`src/rtl/sigmoid_lut_pipe_if.sv`:
```
// Streaming handshake bundle for the sigmoid LUT pipeline.
// master = producer/consumer side, slave = the pipeline.
interface sigmoid_lut_pipe_if #(
  parameter int N_IN  = 8,
  parameter int N_OUT = 16
);
  logic             in_valid;
  logic             in_ready;
  logic [N_IN-1:0]  in_data;
  logic [N_OUT-1:0] in_rand;
  logic             out_valid;
  logic             out_ready;
  logic [N_OUT-1:0] out_prob;
  logic             out_spin;

  modport master (
    output in_valid, in_data, in_rand, out_ready,
    input  in_ready, out_valid, out_prob, out_spin
  );

  modport slave (
    input  in_valid, in_data, in_rand, out_ready,
    output in_ready, out_valid, out_prob, out_spin
  );
endinterface

```
`src/rtl/sigmoid_lut_pipe.sv`:
```
// Table-driven sigmoid with Bernoulli sampling, 2-stage pipeline.
// Table is loaded through the cfg port; reload drains old results first.
module sigmoid_lut_pipe #(
  parameter int N_IN  = 8,
  parameter int P_IN  = 4,
  parameter int N_OUT = 16,
  parameter int P_OUT = 15
) (
  input  logic             clk,
  input  logic             rst_n,
  input  logic             cfg_start,
  input  logic             cfg_we,
  input  logic [N_IN-1:0]  cfg_addr,
  input  logic [N_OUT-1:0] cfg_data,
  input  logic             cfg_done,
  output logic             cfg_err,
  output logic [1:0]       state_o,
  sigmoid_lut_pipe_if.slave io
);

  if (P_OUT != N_OUT - 1) begin : g_pout_warn
    $warning("sigmoid_lut_pipe: P_OUT=%0d, N_OUT=%0d", P_OUT, N_OUT);
  end

  if (P_IN < 0 || P_IN > N_IN) begin : g_pin_warn
    $warning("sigmoid_lut_pipe: P_IN=%0d, N_IN=%0d", P_IN, N_IN);
  end

  typedef enum logic [1:0] {
    EMPTY = 2'd0,
    LOAD  = 2'd1,
    RUN   = 2'd2,
    DRAIN = 2'd3
  } state_e;

  state_e state_q, state_d;

  logic             s1_vld_q, s1_vld_d;
  logic [N_IN-1:0]  s1_data_q, s1_data_d;
  logic [N_OUT-1:0] s1_rand_q, s1_rand_d;
  logic             s2_vld_q, s2_vld_d;
  logic [N_OUT-1:0] prob_q, prob_d;
  logic             spin_q, spin_d;
  logic             err_q, err_d;

  logic             adv;
  logic             acc;
  logic             pipe_empty;
  logic             tbl_we;
  logic [N_OUT-1:0] lut_rd;

  logic [N_OUT-1:0] mem_q [0:(1<<N_IN)-1];

  always_ff @(posedge clk) begin
    if (!rst_n) begin
      state_q <= EMPTY;
    end else begin
      state_q <= state_d;
    end
  end

  always_comb begin
    state_d = state_q;
    unique case (state_q)
      EMPTY: if (cfg_start)  state_d = LOAD;
      LOAD:  if (cfg_done)   state_d = RUN;
      RUN:   if (cfg_start)  state_d = DRAIN;
      DRAIN: if (pipe_empty) state_d = LOAD;
      default:               state_d = EMPTY;
    endcase
  end

  always_comb begin
    state_o     = state_q;
    io.in_ready = (state_q == RUN) & adv;
    io.out_valid = s2_vld_q;
    io.out_prob  = prob_q;
    io.out_spin  = spin_q;
    cfg_err      = err_q;
  end

  // Stage 2 stalls only when it holds a result nobody takes.
  always_comb begin
    adv        = !s2_vld_q | io.out_ready;
    acc        = io.in_valid & io.in_ready;
    pipe_empty = !s1_vld_q & !s2_vld_q;
    tbl_we     = cfg_we & (state_q == LOAD);
    lut_rd     = mem_q[s1_data_q];

    s1_vld_d  = s1_vld_q;
    s1_data_d = s1_data_q;
    s1_rand_d = s1_rand_q;
    s2_vld_d  = s2_vld_q;
    prob_d    = prob_q;
    spin_d    = spin_q;

    if (adv) begin
      s1_vld_d = acc;
      s2_vld_d = s1_vld_q;
    end
    if (acc) begin
      s1_data_d = io.in_data;
      s1_rand_d = io.in_rand;
    end
    if (adv && s1_vld_q) begin
      prob_d = lut_rd;
      spin_d = s1_rand_q < lut_rd;
    end

    err_d = err_q | (cfg_we & (state_q != LOAD));
  end

  always_ff @(posedge clk) begin
    if (!rst_n) begin
      s1_vld_q  <= 1'b0;
      s1_data_q <= '0;
      s1_rand_q <= '0;
      s2_vld_q  <= 1'b0;
      prob_q    <= '0;
      spin_q    <= 1'b0;
      err_q     <= 1'b0;
    end else begin
      s1_vld_q  <= s1_vld_d;
      s1_data_q <= s1_data_d;
      s1_rand_q <= s1_rand_d;
      s2_vld_q  <= s2_vld_d;
      prob_q    <= prob_d;
      spin_q    <= spin_d;
      err_q     <= err_d;
    end
  end

  // Table survives reset on purpose; only a LOAD can change it.
  always_ff @(posedge clk) begin
    if (tbl_we) begin
      mem_q[cfg_addr] <= cfg_data;
    end
  end

endmodule

```
`src/flat_wrapper.sv`:
```
// flat-port wrapper written by rule: the top's interface ports become plain ports
module sigmoid_lut_pipe_flat 
#(
  parameter int N_IN  = 8,
  parameter int P_IN  = 4,
  parameter int N_OUT = 16,
  parameter int P_OUT = 15
)
  (clk, rst_n, cfg_start, cfg_we, cfg_addr, cfg_data, cfg_done, cfg_err, state_o, io_in_valid, io_in_data, io_in_rand, io_out_ready, io_in_ready, io_out_valid, io_out_prob, io_out_spin);
  sigmoid_lut_pipe_if #(.N_IN(N_IN), .N_OUT(N_OUT)) io_i ();
  input  logic clk;
  input  logic rst_n;
  input  logic cfg_start;
  input  logic cfg_we;
  input  logic [N_IN-1:0] cfg_addr;
  input  logic [N_OUT-1:0] cfg_data;
  input  logic cfg_done;
  output logic cfg_err;
  output logic [1:0] state_o;
  input wire logic [$bits(io_i.in_valid)-1:0] io_in_valid;
  input wire logic [$bits(io_i.in_data)-1:0] io_in_data;
  input wire logic [$bits(io_i.in_rand)-1:0] io_in_rand;
  input wire logic [$bits(io_i.out_ready)-1:0] io_out_ready;
  output wire logic [$bits(io_i.in_ready)-1:0] io_in_ready;
  output wire logic [$bits(io_i.out_valid)-1:0] io_out_valid;
  output wire logic [$bits(io_i.out_prob)-1:0] io_out_prob;
  output wire logic [$bits(io_i.out_spin)-1:0] io_out_spin;
  assign io_i.in_valid = io_in_valid;
  assign io_i.in_data = io_in_data;
  assign io_i.in_rand = io_in_rand;
  assign io_i.out_ready = io_out_ready;
  assign io_in_ready = io_i.in_ready;
  assign io_out_valid = io_i.out_valid;
  assign io_out_prob = io_i.out_prob;
  assign io_out_spin = io_i.out_spin;
  sigmoid_lut_pipe #(.N_IN(N_IN), .P_IN(P_IN), .N_OUT(N_OUT), .P_OUT(P_OUT)) u_core (.clk(clk), .rst_n(rst_n), .cfg_start(cfg_start), .cfg_we(cfg_we), .cfg_addr(cfg_addr), .cfg_data(cfg_data), .cfg_done(cfg_done), .cfg_err(cfg_err), .state_o(state_o), .io(io_i));
endmodule
```
`config.mk`:
```
export PLATFORM = sky130hd
export DESIGN_NAME = sigmoid_lut_pipe_flat
export DESIGN_NICKNAME = d
export VERILOG_FILES = /design/src/rtl/sigmoid_lut_pipe_if.sv /design/src/rtl/sigmoid_lut_pipe.sv /design/src/flat_wrapper.sv
export SDC_FILE = /design/constraint.sdc
export NUM_CORES = 2
export LEC_CHECK = 0
export CAP_MARGIN = 20
export CORE_MARGIN = 4
export CORE_UTILIZATION = 61
export CTS_BUF_LIST = sky130_fd_sc_hd__clkbuf_4
export DETAILED_ROUTE_END_ITERATION = 8
export PLACE_DENSITY_LB_ADDON = 0.08
export SYNTH_ARGS = -nofsm -noshare
export SYNTH_HDL_FRONTEND = slang
export SYNTH_SLANG_ARGS = --single-unit
```
`constraint.sdc`:
```
create_clock -name clk -period 10.2 [get_ports clk]
set_input_delay 1.02 -clock clk [delete_from_list [all_inputs] [get_ports clk]]
set_output_delay 1.02 -clock clk [all_outputs]
set_load 0.01 [all_outputs]
```
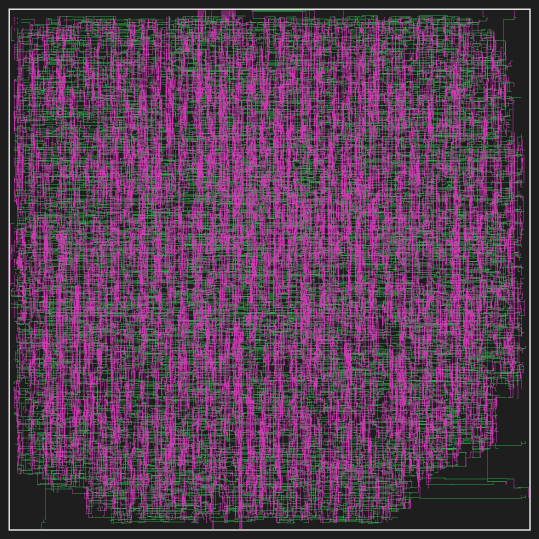
metal_stack.png
Drawn at 1 px/µm. Only two layers are drawn.
legend:
  met2:
    colour: magenta
    wire_length: 202 mm
  met1:
    colour: green
    wire_length: 158 mm
wire per inst: 32.24 µm
Vias: 83,980
GRT Overall Usage: 31.36%

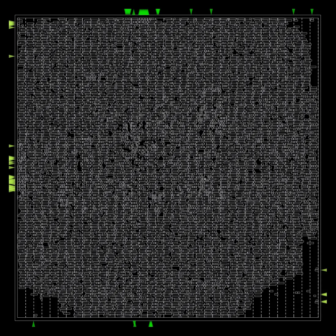
final_placement.png
seq_cells: 4,150
Filler Cell Count: 16,730
Core Box Area: 259,900 µm²
Core Util, Final: 68.89%

==> impl_metrics.csv <==
group,metric,value,unit
outcome,outcome,"finished, final reports clean",
synth,xor_share,0,%
critical_path,r2r_setup_slack,4290,ps
final_layout,stdcell_count,12940,
sta,setup_viol,0,
critical_path,cp_top_family,"buffers and inverters",
synth,ys_top_logic_family,"multiplexers",
critical_path,critPathMaxStageDelay,690,ps
synth,area_leaders,"edfxtp_1 77%, mux4_2 10%, mux2i_1 3.9%",
global_route,use_met3,8.131,%
final_layout,comb.multi_input.count,3022,
clock_tree,clock-sinks,4150,
synth,ys_warn_count,0,
sta,slew_viol_final,0,
sta,tightest_slew,1304,ps
critical_path,path_buffers,3,
pwr,finalPower,35.61,mW
global_route,use_met1,42.92,%
final_layout,syn_to_final_growth,12.32,%
flow_run,warning_count,111,
critical_path,cpMostUsedCell,"a21o_1",
detailed_routing,wl,417200,µm
final_layout,largest_reg_flops,4096,
synth,netlist_area,159400,µm²
clock_tree,clkTransAtPathRegs,70,ps
die,io_pins,77,
detailed_routing,wl_met1,158000,µm
final_layout,layout-drive-gt1-share,30.60,%
sta,min_period_over_period,57.93,%
critical_path,worst-path-max-fanout,106,
critical_path,crit_path_end_kind,"flop",
final_layout,ff_latch_area,124100,µm²
final_layout,comb_area_share,18.58,%
synth,async_flop_share,0,%
pwr,power_density,198.8,nW/µm²
critical_path,r2r-end,"u_core.io.out_spin",
synth,ys_sh_simple,2.479,%
final_layout,mostFrequentLayoutCell,"edfxtp_1",
sta,finalSetupTns,0,ps
pwr,p_clk_share,38.6,%
detailed_routing,top_layer_used,"met5",
critical_path,startpoint_type,"flop",
worst_hold_path,hp-class,"primary input to flop",
synth,ff_type,"edfxtp_1",
synth,most_common_cell,"edfxtp_1",
detailed_routing,ant_nets,0,
final_layout,design_area,179100,µm²
final_layout,n_all_inverters,8,
final_layout,clock_buffers,1570,
final_layout,antennaDiodeCount,25,
final_layout,mostFrequentLayoutCells,"4,096 x edfxtp_1, 1,570 x clkbuf_4, 742 x mux4_2",
synth,synth.area.mux_share,14.68,%
detailed_routing,wl_met2,202000,µm
detailed_routing,drc,0,
sta,max_freq,169.2,MHz
clock_tree,clockRootBuffer,"clkbuf_4",
pwr,power_frac_seq,52.9,%
detailed_routing,drtIter0Drc,10740,
die,chip_area,269600,µm²
worst_hold_path,hold_start,"cfg_data[0]",
pwr,power_clock,13.8,mW
synth,synthCells,7637,
pwr,vdd_drop_max,0.0001417,V
placement,dpl.cell_count,11130,
global_route,grt_max_degree,170,
critical_path,cp.arrival,7420,ps
synth,adder_share,0.1570,%
sta,relSlewSlack,12.85,%
synth,yosysTopAreaCell,"edfxtp_1",
placement,dp_worst_setup_slack,4340,ps
synth,common_cells,"4,096 x edfxtp_1, 742 x mux4_2, 624 x mux2i_1",
pwr,seq_power,18.8,mW
pwr,internal_power,27.25,mW
placement,place_area,165800,µm²
synth,ys_seq_share,77.82,%
final_layout,clock_cell_area_share,7.202,%
pwr,p_switching,8.357,mW
pwr,swShare,23.47,%
sta,rsz0062_at_grt,"false",
die,initCoreUtil,61.34,%
placement,post-dp-hpwl,239100,µm
global_route,grt_pass1_vias,85630,
critical_path,cp-endpoint,"u_core.io.out_spin",
die,row_count,187,
global_route,gr-usage-met2,48.26,%
synth,syn_nets,7712,
final_layout,seq_share,69.29,%
sta,holdWs,228.3,ps
global_route,grt_pass1_wl,597100,µm
synth,ys_cells,7637,
final_layout,mi_logic_area,33270,µm²
worst_hold_path,min_delay_path_depth,1,
critical_path,cp.depth,17,
critical_path,rr_worst_depth,17,
pwr,p_leak,55.50,nW
synth,ys_area,159400,µm²
clock_tree,cts_hold_buf,25,
synth,avgSynthCellArea,20.88,µm²
final_layout,num-nonclk-buffers,487,
final_layout,largest_class,"flip-flops and latches",
global_route,top_usage_layer,"met2",
clock_tree,tritoncts,"done",
synth,ys.flops,4150,
sta,fin_worst_skew,104.1,ps
detailed_routing,dr.pass1.iters,7,
flow_run,maxCapViolations,0,
clock_tree,numCtsBuffers,1114,
final_layout,finalNetCount,8858,
synth,ys_types,60,
synth,top_area_share,77.14,%
clock_tree,cts_setup_buffers,0,
detailed_routing,avgViaCountPerCell,6.489,
final_layout,buf_share,2.428,%
pwr,comb_power,3.01,mW
sta,hold_violations,0,
clock_tree,ctsHtreeMaxLevel,7,
worst_hold_path,min_to,"u_core.mem_q[172][0]",
sta,min_period,5909,ps
placement,routabilityCongestion,0.9339,
detailed_routing,wl_met3,41100,µm
critical_path,crit_type,"flop to flop",
synth,edf_count,4096,
global_route,antenna_found_initial,30,
clock_tree,clock_path_buffers,5,
critical_path,path_cells,"buf_12, buf_12, buf_12, mux2i_1, a22oi_1, nand3_1, nand3_1, or3_1, a2bb2o_1, ha_1, a21o_1, a21o_1, a21o_1, a21o_1, a211oi_1, a222oi_1, o21ai_1",
synth,compound_area_share,3.433,%
final_layout,regMostFlops,"u_core.mem_q",
sta,fin_ws,4291,ps
critical_path,critPathSlowestCell,"dfxtp_4",
critical_path,crit_required,11710,ps
global_route,grt_overflow,0,
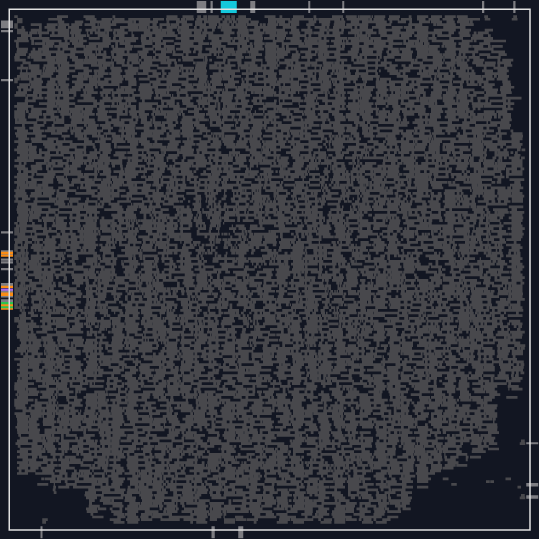
pins.png
Drawn at 1 px/µm. Pins as bars across the die edge, other pins in grey.
legend:
  state_o:
    colour: green
    pins: 2
    direction: output
    edge: left
  io_in_data:
    colour: orange
    pins: 8
    direction: input
    edge: left
  io_in_valid:
    colour: purple
    pins: 1
    direction: input
    edge: left
  io_out_prob:
    colour: cyan
    pins: 16
    direction: output
    edge: top
all pins by edge: 34 top, 31 left, 7 bottom, 5 right
IO Port Bufs: 76
DIE WIDTH: 519.3 µm
Die H: 519.3 µm

Power is estimated from default activity; no workload was simulated.
